<file path="config.mk">
export PLATFORM = sky130hd
export DESIGN_NAME = cubestate_uart_tx
export DESIGN_NICKNAME = d
export VERILOG_FILES = /design/src/rtl/cubestate_uart_tx.sv
export SDC_FILE = /design/constraint.sdc
export NUM_CORES = 1
export LEC_CHECK = 0
export ABC_CLOCK_PERIOD_IN_PS = 2000
export CORE_MARGIN = 4
export CORE_UTILIZATION = 54
export DETAILED_ROUTE_END_ITERATION = 8
export PLACE_DENSITY_LB_ADDON = 0.25
export SYNTH_ARGS = -nofsm -noshare
export SYNTH_HDL_FRONTEND = slang
export SYNTH_SLANG_ARGS = --single-unit
</file>
<file path="constraint.sdc">
create_clock -name clock -period 2 [get_ports clock]
set_input_delay 0.2 -clock clock [delete_from_list [all_inputs] [get_ports clock]]
set_output_delay 0.2 -clock clock [all_outputs]
set_load 0.02 [all_outputs]
</file>
<file path="src/rtl/cubestate_uart_tx.sv">
// cubestate_uart_tx
// Serialises a 54-sticker cube state over a UART line as one 56-byte frame:
// HEADER, 54 sticker bytes {5'b0, colour}, then an 8-bit sum of the sticker bytes.
// Line format is 8N1, LSB first, idle high, with a one-cycle gap between bytes.
//
// Ports
//   clock      system clock (25 MHz domain)
//   reset      synchronous, active-high
//   send_data  transmit request, a rising edge starts one frame
//   data       162-bit cube state, sticker k = data[161-3k -: 3]
//   tx_pin     UART transmit line
//   data_sent  1 = idle / frame complete, 0 = frame in progress
//   state      FSM state code for debug display
module cubestate_uart_tx #(
  parameter int         CLKS_PER_BIT = 217,
  parameter logic [7:0] HEADER       = 8'hA5
) (
  input  logic         clock,
  input  logic         reset,
  input  logic         send_data,
  input  logic [161:0] data,
  output logic         tx_pin,
  output logic         data_sent,
  output logic [2:0]   state
);

  typedef enum logic [2:0] {
    IDLE  = 3'd0,
    START = 3'd1,
    DATA  = 3'd2,
    STOP  = 3'd3,
    NEXT  = 3'd4
  } state_e;

  localparam int CNT_W = (CLKS_PER_BIT > 1) ? $clog2(CLKS_PER_BIT) : 1;
  localparam logic [CNT_W-1:0] CNT_LAST = CNT_W'(CLKS_PER_BIT - 1);
  localparam logic [5:0] LAST_BYTE    = 6'd55;
  localparam logic [5:0] LAST_STICKER = 6'd54;

  state_e         state_q, state_d;
  logic [CNT_W-1:0] clk_cnt_q, clk_cnt_d;
  logic [2:0]     bit_idx_q, bit_idx_d;
  logic [5:0]     byte_idx_q, byte_idx_d;
  logic [7:0]     tx_byte_q, tx_byte_d;
  logic [7:0]     checksum_q, checksum_d;
  logic [161:0]   shadow_q, shadow_d;
  logic           send_prev_q, send_prev_d;

  logic           start_req;
  logic           bit_done;
  logic [7:0]     sticker_byte;

  // The shadow register shifts left as stickers are consumed, so the next
  // sticker to send is always in its top three bits.
  assign start_req    = send_data & ~send_prev_q;
  assign bit_done     = (clk_cnt_q == CNT_LAST);
  assign sticker_byte = {5'b0, shadow_q[161:159]};

  // State register; reset holds the request copy high so a request that is
  // already high when reset releases does not count as a new edge.
  always_ff @(posedge clock) begin
    if (reset) begin
      state_q     <= IDLE;
      clk_cnt_q   <= '0;
      bit_idx_q   <= '0;
      byte_idx_q  <= '0;
      tx_byte_q   <= '0;
      checksum_q  <= '0;
      shadow_q    <= '0;
      send_prev_q <= 1'b1;
    end else begin
      state_q     <= state_d;
      clk_cnt_q   <= clk_cnt_d;
      bit_idx_q   <= bit_idx_d;
      byte_idx_q  <= byte_idx_d;
      tx_byte_q   <= tx_byte_d;
      checksum_q  <= checksum_d;
      shadow_q    <= shadow_d;
      send_prev_q <= send_prev_d;
    end
  end

  // Next-state logic. The checksum is accumulated as each sticker byte is
  // loaded in NEXT, so it is complete by the time byte 55 is loaded.
  always_comb begin
    state_d     = state_q;
    clk_cnt_d   = clk_cnt_q;
    bit_idx_d   = bit_idx_q;
    byte_idx_d  = byte_idx_q;
    tx_byte_d   = tx_byte_q;
    checksum_d  = checksum_q;
    shadow_d    = shadow_q;
    send_prev_d = send_data;

    unique case (state_q)
      IDLE: begin
        if (start_req) begin
          shadow_d   = data;
          byte_idx_d = '0;
          tx_byte_d  = HEADER;
          checksum_d = '0;
          clk_cnt_d  = '0;
          bit_idx_d  = '0;
          state_d    = START;
        end
      end
      START: begin
        if (bit_done) begin
          clk_cnt_d = '0;
          bit_idx_d = '0;
          state_d   = DATA;
        end else begin
          clk_cnt_d = clk_cnt_q + 1'b1;
        end
      end
      DATA: begin
        if (bit_done) begin
          clk_cnt_d = '0;
          if (bit_idx_q == 3'd7) begin
            bit_idx_d = '0;
            state_d   = STOP;
          end else begin
            bit_idx_d = bit_idx_q + 1'b1;
          end
        end else begin
          clk_cnt_d = clk_cnt_q + 1'b1;
        end
      end
      STOP: begin
        if (bit_done) begin
          clk_cnt_d = '0;
          state_d   = (byte_idx_q == LAST_BYTE) ? IDLE : NEXT;
        end else begin
          clk_cnt_d = clk_cnt_q + 1'b1;
        end
      end
      NEXT: begin
        byte_idx_d = byte_idx_q + 1'b1;
        if (byte_idx_q == LAST_STICKER) begin
          tx_byte_d = checksum_q;
        end else begin
          tx_byte_d  = sticker_byte;
          checksum_d = checksum_q + sticker_byte;
          shadow_d   = {shadow_q[158:0], 3'b000};
        end
        state_d = START;
      end
      default: state_d = IDLE;
    endcase
  end

  // Line driver: low for the start bit, data bits LSB first, high otherwise
  // (stop bit, inter-byte gap and idle).
  always_comb begin
    tx_pin = 1'b1;
    unique case (state_q)
      START:   tx_pin = 1'b0;
      DATA:    tx_pin = tx_byte_q[bit_idx_q];
      default: tx_pin = 1'b1;
    endcase
  end

  assign data_sent = (state_q == IDLE);
  assign state     = state_q;

endmodule

</file>
pdn.png
Bar = 50 um. Pins as bars on the die edge.
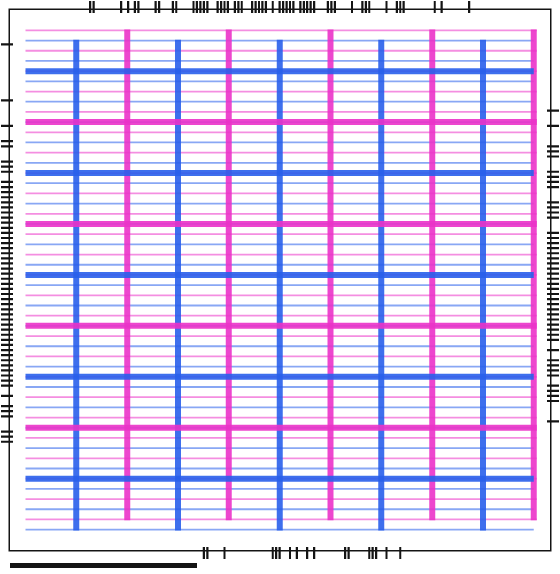
Key: magenta = VDD; blue = VSS
170 signal pins sit on the boundary. 9 straps on met5. 50 met1 rails follow the rows. The core has 49 rows. 10 straps on met4.
Chip Height: 144.2 um
Max VDD drop: 0.5707 mV
die width: 144.2 um
Core Footprint: 18090 um^2

cell_classes.png
Bar = 50 um.
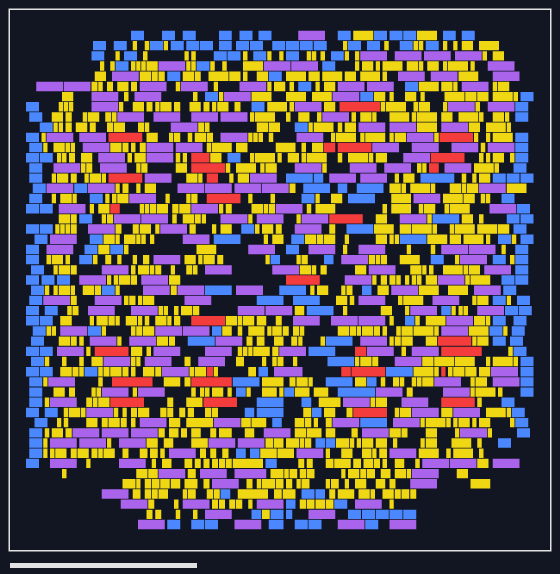
Key: blue = other buffers and delay cells [cells 218, share of their area 19%]; red = clock drivers and dummy loads [cells 30, share of their area 5.0%]; yellow = all other logic [cells 832, share of their area 44%]; purple = flops [cells 199, share of their area 32%]

==> Changelog: implementation <==
### Metrics

* Critical-path top delay cell: or3_4
* Clock buffers and inverters, area share at 4.872%
* Layout area overhead at 26.46%
* Share of layout cells above drive strength 1 at 18.45%
* Layout Cell Area excl Fill at 12660 um^2
* Non-clock buffers, area share at 18.80%
* Most instantiated cells after synthesis: nand2_1 (337), dfxtp_1 (199), a21oi_1 (113)
* XORs/XNORs by Area at 0.6123%
* Startpoint Class: register
* FP Util at 55.36%
* Setup_tns at 0 ps
* Max clock buf depth at 2
* Chip Area, Yosys at 10010 um^2
* ANT nets after route at 0
* P_comb at 1.12 mW
* Mapped cell area at 10010 um^2
* CTS tree: done
* Syn. warnings at 0
* Part of the cycle the worst path needs at 94.71%
* Total CTS buffers at 17
* P_clk at 3.64 mW
* Comb area share at 42.38%
* Crit path DRT at 2290 ps
* M3 GR Usage at 4.795%
* Tot Pwr at 9.022 mW
* MUX area fraction at 1.150%
* Outcome: finished, final reports clean
* Registers, synthesis at 199
* First-pass GRT wire length at 41.01 mm
clock_map.png
Bar = 50 um.
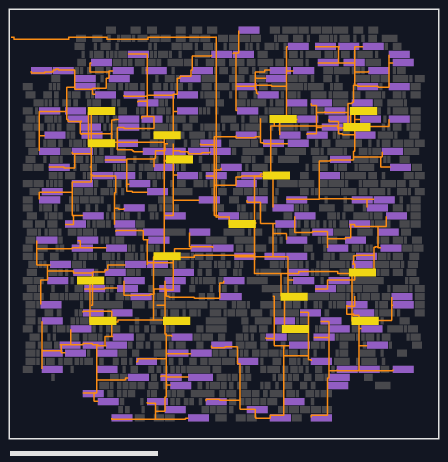
Key: purple = flip-flops [count 199]; yellow = cells driving clock nets [count 17]; orange = clock wires [length 2320 um]
Position of the flops: all over the die.

metal_stack.png
Only two layers are drawn.
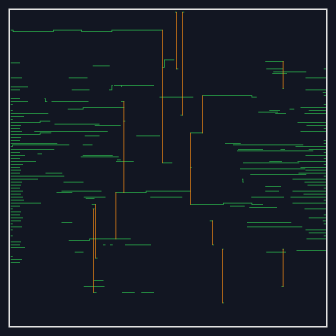
Key: orange = met4 [wire length 373 um]; green = met3 [wire length 1570 um]

No activity file was given, so power comes from the tool's default toggle rates.
